$ cat src/rtl/vga_vram_arbiter.sv
// Single-port VRAM arbiter for a 160x120x3 framebuffer shown as 640x480 VGA.
// Display reads own every 4th active cycle; the host writes in whatever cycles are left.
module vga_vram_arbiter (
  input  logic        clk,
  input  logic        rst,
  input  logic [9:0]  hcnt_i,
  input  logic [9:0]  vcnt_i,
  input  logic        wr_req_i,
  input  logic [14:0] wr_addr_i,
  input  logic [2:0]  wr_data_i,
  input  logic        wr_vblank_only_i,
  output logic        wr_ack_o,
  output logic [14:0] ram_addr_o,
  output logic        ram_we_o,
  output logic        ram_re_o,
  output logic [2:0]  ram_wdata_o,
  input  logic [2:0]  ram_rdata_i,
  output logic        hsync_o,
  output logic        vsync_o,
  output logic        r_o,
  output logic        g_o,
  output logic        b_o,
  output logic        oob_err_o,
  input  logic        oob_clr_i
);

  localparam logic [9:0]  H_ACTIVE  = 10'd640;
  localparam logic [9:0]  V_ACTIVE  = 10'd480;
  localparam logic [9:0]  HS_START  = 10'd656;
  localparam logic [9:0]  HS_END    = 10'd751;
  localparam logic [9:0]  VS_START  = 10'd490;
  localparam logic [9:0]  VS_END    = 10'd491;
  localparam logic [14:0] FB_W      = 15'd160;
  localparam logic [14:0] FB_PIXELS = 15'd19200;

  logic        active, slot, eligible, grant, in_range, oob_set;
  logic        hs_now, vs_now;
  logic [14:0] disp_addr;

  assign active    = (hcnt_i < H_ACTIVE) && (vcnt_i < V_ACTIVE);
  assign slot      = active && (hcnt_i[1:0] == 2'b00);
  assign eligible  = !slot && (!wr_vblank_only_i || (vcnt_i >= V_ACTIVE));
  assign grant     = eligible && wr_req_i;
  assign in_range  = wr_addr_i < FB_PIXELS;
  assign oob_set   = grant && !in_range;
  assign disp_addr = {7'd0, vcnt_i[9:2]} * FB_W + {7'd0, hcnt_i[9:2]};

  // Out-of-range requests are still acknowledged so the host never stalls on them.
  assign wr_ack_o    = grant;
  assign ram_re_o    = slot;
  assign ram_we_o    = grant && in_range;
  assign ram_wdata_o = wr_data_i;
  assign ram_addr_o  = slot ? disp_addr : wr_addr_i;

  assign hs_now = !((hcnt_i >= HS_START) && (hcnt_i <= HS_END));
  assign vs_now = !((vcnt_i >= VS_START) && (vcnt_i <= VS_END));

  logic       act_s1_q, slot_s1_q, hs_s1_q, vs_s1_q;
  logic [2:0] pix_q, pix_d;
  logic [2:0] rgb_q, rgb_d;
  logic       hsync_q, vsync_q;
  logic       oob_q, oob_d;

  // Forwarding ram_rdata into rgb_d lets the pixel reach the pins in the same
  // edge that loads the hold register, giving the 2-cycle raster-to-pixel latency.
  always_comb begin
    // NOTE: every always_comb output gets a default first so no latch is inferred.
    pix_d = pix_q;
    rgb_d = 3'b000;
    oob_d = oob_q;
    if (slot_s1_q) pix_d = ram_rdata_i;
    if (act_s1_q)  rgb_d = pix_d;
    if (oob_clr_i) oob_d = 1'b0;
    if (oob_set)   oob_d = 1'b1;
  end

  // NOTE: sequential state uses non-blocking assignments only.
  always_ff @(posedge clk or negedge rst) begin
    if (!rst) begin
      act_s1_q  <= 1'b0;
      slot_s1_q <= 1'b0;
      hs_s1_q   <= 1'b1;
      vs_s1_q   <= 1'b1;
      pix_q     <= 3'b000;
      rgb_q     <= 3'b000;
      hsync_q   <= 1'b1;
      vsync_q   <= 1'b1;
      oob_q     <= 1'b0;
    end else begin
      act_s1_q  <= active;
      slot_s1_q <= slot;
      hs_s1_q   <= hs_now;
      vs_s1_q   <= vs_now;
      pix_q     <= pix_d;
      rgb_q     <= rgb_d;
      hsync_q   <= hs_s1_q;
      vsync_q   <= vs_s1_q;
      oob_q     <= oob_d;
    end
  end

  assign {r_o, g_o, b_o} = rgb_q;
  assign hsync_o   = hsync_q;
  assign vsync_o   = vsync_q;
  assign oob_err_o = oob_q;

endmodule

$ cat config.mk
export PLATFORM = sky130hd
export DESIGN_NAME = vga_vram_arbiter
export DESIGN_NICKNAME = d
export VERILOG_FILES = /design/src/rtl/vga_vram_arbiter.sv
export SDC_FILE = /design/constraint.sdc
export NUM_CORES = 1
export LEC_CHECK = 0
export ABC_AREA = 1
export CORE_ASPECT_RATIO = 0.8
export CORE_MARGIN = 4
export CORE_UTILIZATION = 55
export CTS_CLUSTER_SIZE = 30
export DETAILED_ROUTE_END_ITERATION = 7
export DONT_BUFFER_PORTS = 1
export GPL_TIMING_DRIVEN = 0
export PLACE_DENSITY = 0.75
export SLEW_MARGIN = 15
export SYNTH_ARGS = -nofsm -noshare
export SYNTH_HDL_FRONTEND = slang
export SYNTH_SLANG_ARGS = --single-unit
$ cat constraint.sdc
create_clock -name clk -period 6.55 [get_ports clk]
set_clock_uncertainty 0.15 [all_clocks]
set_input_delay 0.655 -clock clk [delete_from_list [all_inputs] [get_ports clk]]
set_output_delay 0.655 -clock clk [all_outputs]
set_load 0.01 [all_outputs]
==> metrics.json <==
{
  "num-fill-cells": {"value": 223},
  "timing.final.max_slew_violations": {"value": 0},
  "worst_setup_path_endpoint": {"value": "ram_addr_o[13]"},
  "ys_sh_xor": {"value": 1.92, "unit": "%"},
  "postSynthRegisterBits": {"value": 13},
  "place_congestion": {"value": 0.843},
  "n_antenna_cell": {"value": 0},
  "synth.cellmix.adderShare": {"value": 16.6, "unit": "%"},
  "vias_per_cell": {"value": 5.57},
  "grt_antenna_before_repair": {"value": 0},
  "pwr-share-clk": {"value": 20.0, "unit": "%"},
  "routed_wire_length_per_instance": {"value": 14.8, "unit": "µm"},
  "worst_setup_path_end_kind": {"value": "primary output"},
  "syn-instance-count": {"value": 203},
  "tritoncts_clock_tree": {"value": "built"},
  "count_of_multi_input_combinational_gates": {"value": 153},
  "synth_warnings": {"value": 0},
  "r2r-start": {"value": "slot_s1_q"},
  "worst_ep_arrival_time": {"value": 2570, "unit": "ps"},
  "grt_max_degree": {"value": 11},
  "cts_post_setup_buffers_inserted": {"value": 0},
  "number_of_signal_net_inverters_in_the_final_layout": {"value": 32},
  "leakagePower": {"value": 0.811, "unit": "nW"},
  "max_cap_viol_count": {"value": 0},
  "layout-drive-gt1-share": {"value": 12.5, "unit": "%"},
  "power.combinational.fraction": {"value": 41.6, "unit": "%"},
  "synth.top_cells.by_count": {"value": "sky130_fd_sc_hd__nand2_1, sky130_fd_sc_hd__inv_1, sky130_fd_sc_hd__ha_1"},
  "buffers_excl_clock": {"value": 6},
  "bufAreaShareNonClock": {"value": 3.57, "unit": "%"},
  "power-per-cell-area": {"value": 167, "unit": "mW/mm²"},
  "whs": {"value": 74.1, "unit": "ps"},
  "pwr.group.combinational": {"value": 0.0999, "unit": "mW"},
  "cts_hold_repair.buffers": {"value": 1},
  "overflow_after_grt": {"value": 0},
  "worstMarginPinSlew": {"value": 469, "unit": "ps"},
  "share_of_total_power_in_sequential_cells": {"value": 38.4, "unit": "%"},
  "area_leaders": {"value": "sky130_fd_sc_hd__nand2_1, sky130_fd_sc_hd__dfrtp_1, sky130_fd_sc_hd__ha_1, sky130_fd_sc_hd__inv_1, sky130_fd_sc_hd__dfstp_2"},
  "synth.distinct_cells": {"value": 26},
  "hold_path_class": {"value": "in -> async"},
  "synthesis.area": {"value": 0.00137, "unit": "mm²"},
  "postSynthSeqShare": {"value": 24.1, "unit": "%"},
  "nets": {"value": 272},
  "net_sw_power": {"value": 0.0923, "unit": "mW"},
  "seq_area_share": {"value": 23.0, "unit": "%"},
  "place.port_buffers": {"value": 0},
  "status": {"value": "completed"},
  "simple_gate_share": {"value": 37.1, "unit": "%"},
  "period_minus_slack": {"value": 3370, "unit": "ps"}
}
worst max-delay path, stage by stage:
cell and delay, ps:
sky130_fd_sc_hd__ha_1 270, sky130_fd_sc_hd__ha_1 240, sky130_fd_sc_hd__inv_1 80, sky130_fd_sc_hd__fa_1 480, sky130_fd_sc_hd__nor2_4 170, sky130_fd_sc_hd__nand3_4 80, sky130_fd_sc_hd__nor2_1 150, sky130_fd_sc_hd__nand2_1 120
sky130_fd_sc_hd__o21ai_1 130, sky130_fd_sc_hd__nand3_1 90, sky130_fd_sc_hd__nand2_1 120
worst min-delay path by stage:
stage | cells after the start | slack, ps | endpoint
3_3_place_gp | 0 | 200 | vsync_o
3_5_place_dp | 0 | 200 | hsync_o
4_1_cts | 0 | 60 | hs_s1_q
6_report | 0 | 70 | vsync_o
5_1_grt | 0 | 40 | vs_s1_q
2_1_floorplan | 0 | 200 | hsync_o
cell families after synthesis:
| logic type | after synthesis |
|---|---|
| simple gates | 112 |
| buf+inv | 37 |
| compound gates | 21 |
| fa+ha+maj | 17 |
| flops | 13 |
| xor+xnor | 3 |
state kept, by name, indices dropped and copies added (netlist names):
name and flops:
act_s1_q 1, hs_s1_q 1, hsync_o 1, oob_err_o 1
pix_q 3, rgb_q 3, slot_s1_q 1, vs_s1_q 1
vsync_o 1
metrics by stage:
step / total power [mW] / area, µm² / util, % / std cells
2_1_floorplan: 0.174 / 1370 / - / 203
3_3_place_gp: 0.186 / 1400 / 62.2 / 228
3_5_place_dp: 0.191 / 1400 / 62.2 / 228
4_1_cts: 0.241 / 1440 / 63.8 / 233
5_1_grt: 0.261 / 1440 / 63.8 / 233
6_report: 0.240 / 1440 / 63.8 / 233
metal layers:
layer,track usage [%],routed length [µm]
met1,25.4,1510
met2,38.3,1670
met3,6.22,266
met4,3.94,4
met5,0,0
Figure 1. Pin map.
Scale: 6 px per µm. Pins as bars across the die edge, other pins in grey.
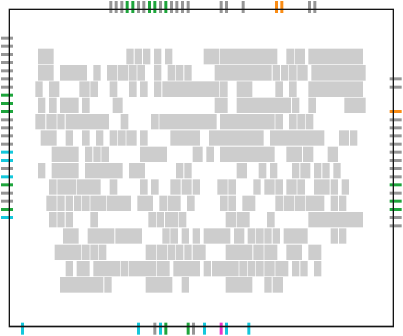
Magenta is wr_vblank_only_i, pins 1, direction input, edge bottom. Cyan is vcnt_i, pins 10, direction input, edge 6 bottom, 4 left. Green is wr_addr_i, pins 15, direction input, edge 5 top, 5 left, 3 right, 2 bottom. Orange is ram_rdata_i, pins 3, direction input, edge 2 top, 1 right.
All pins by edge: 23 left, 22 top, 17 right, 11 bottom.

Figure 2. The clock network.
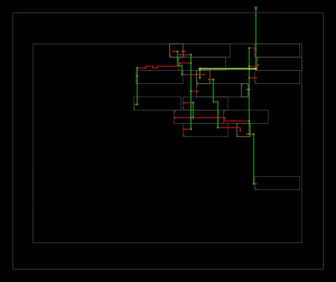
insertion delay of the later-clocked pin in the worst-skew pair: 270 ps
number of clock sinks seen by CTS: 13
count of clock-net buffers in the final layout: 4
clock group total power: 0.0479 mW

Power and IR drop assume default switching activity.
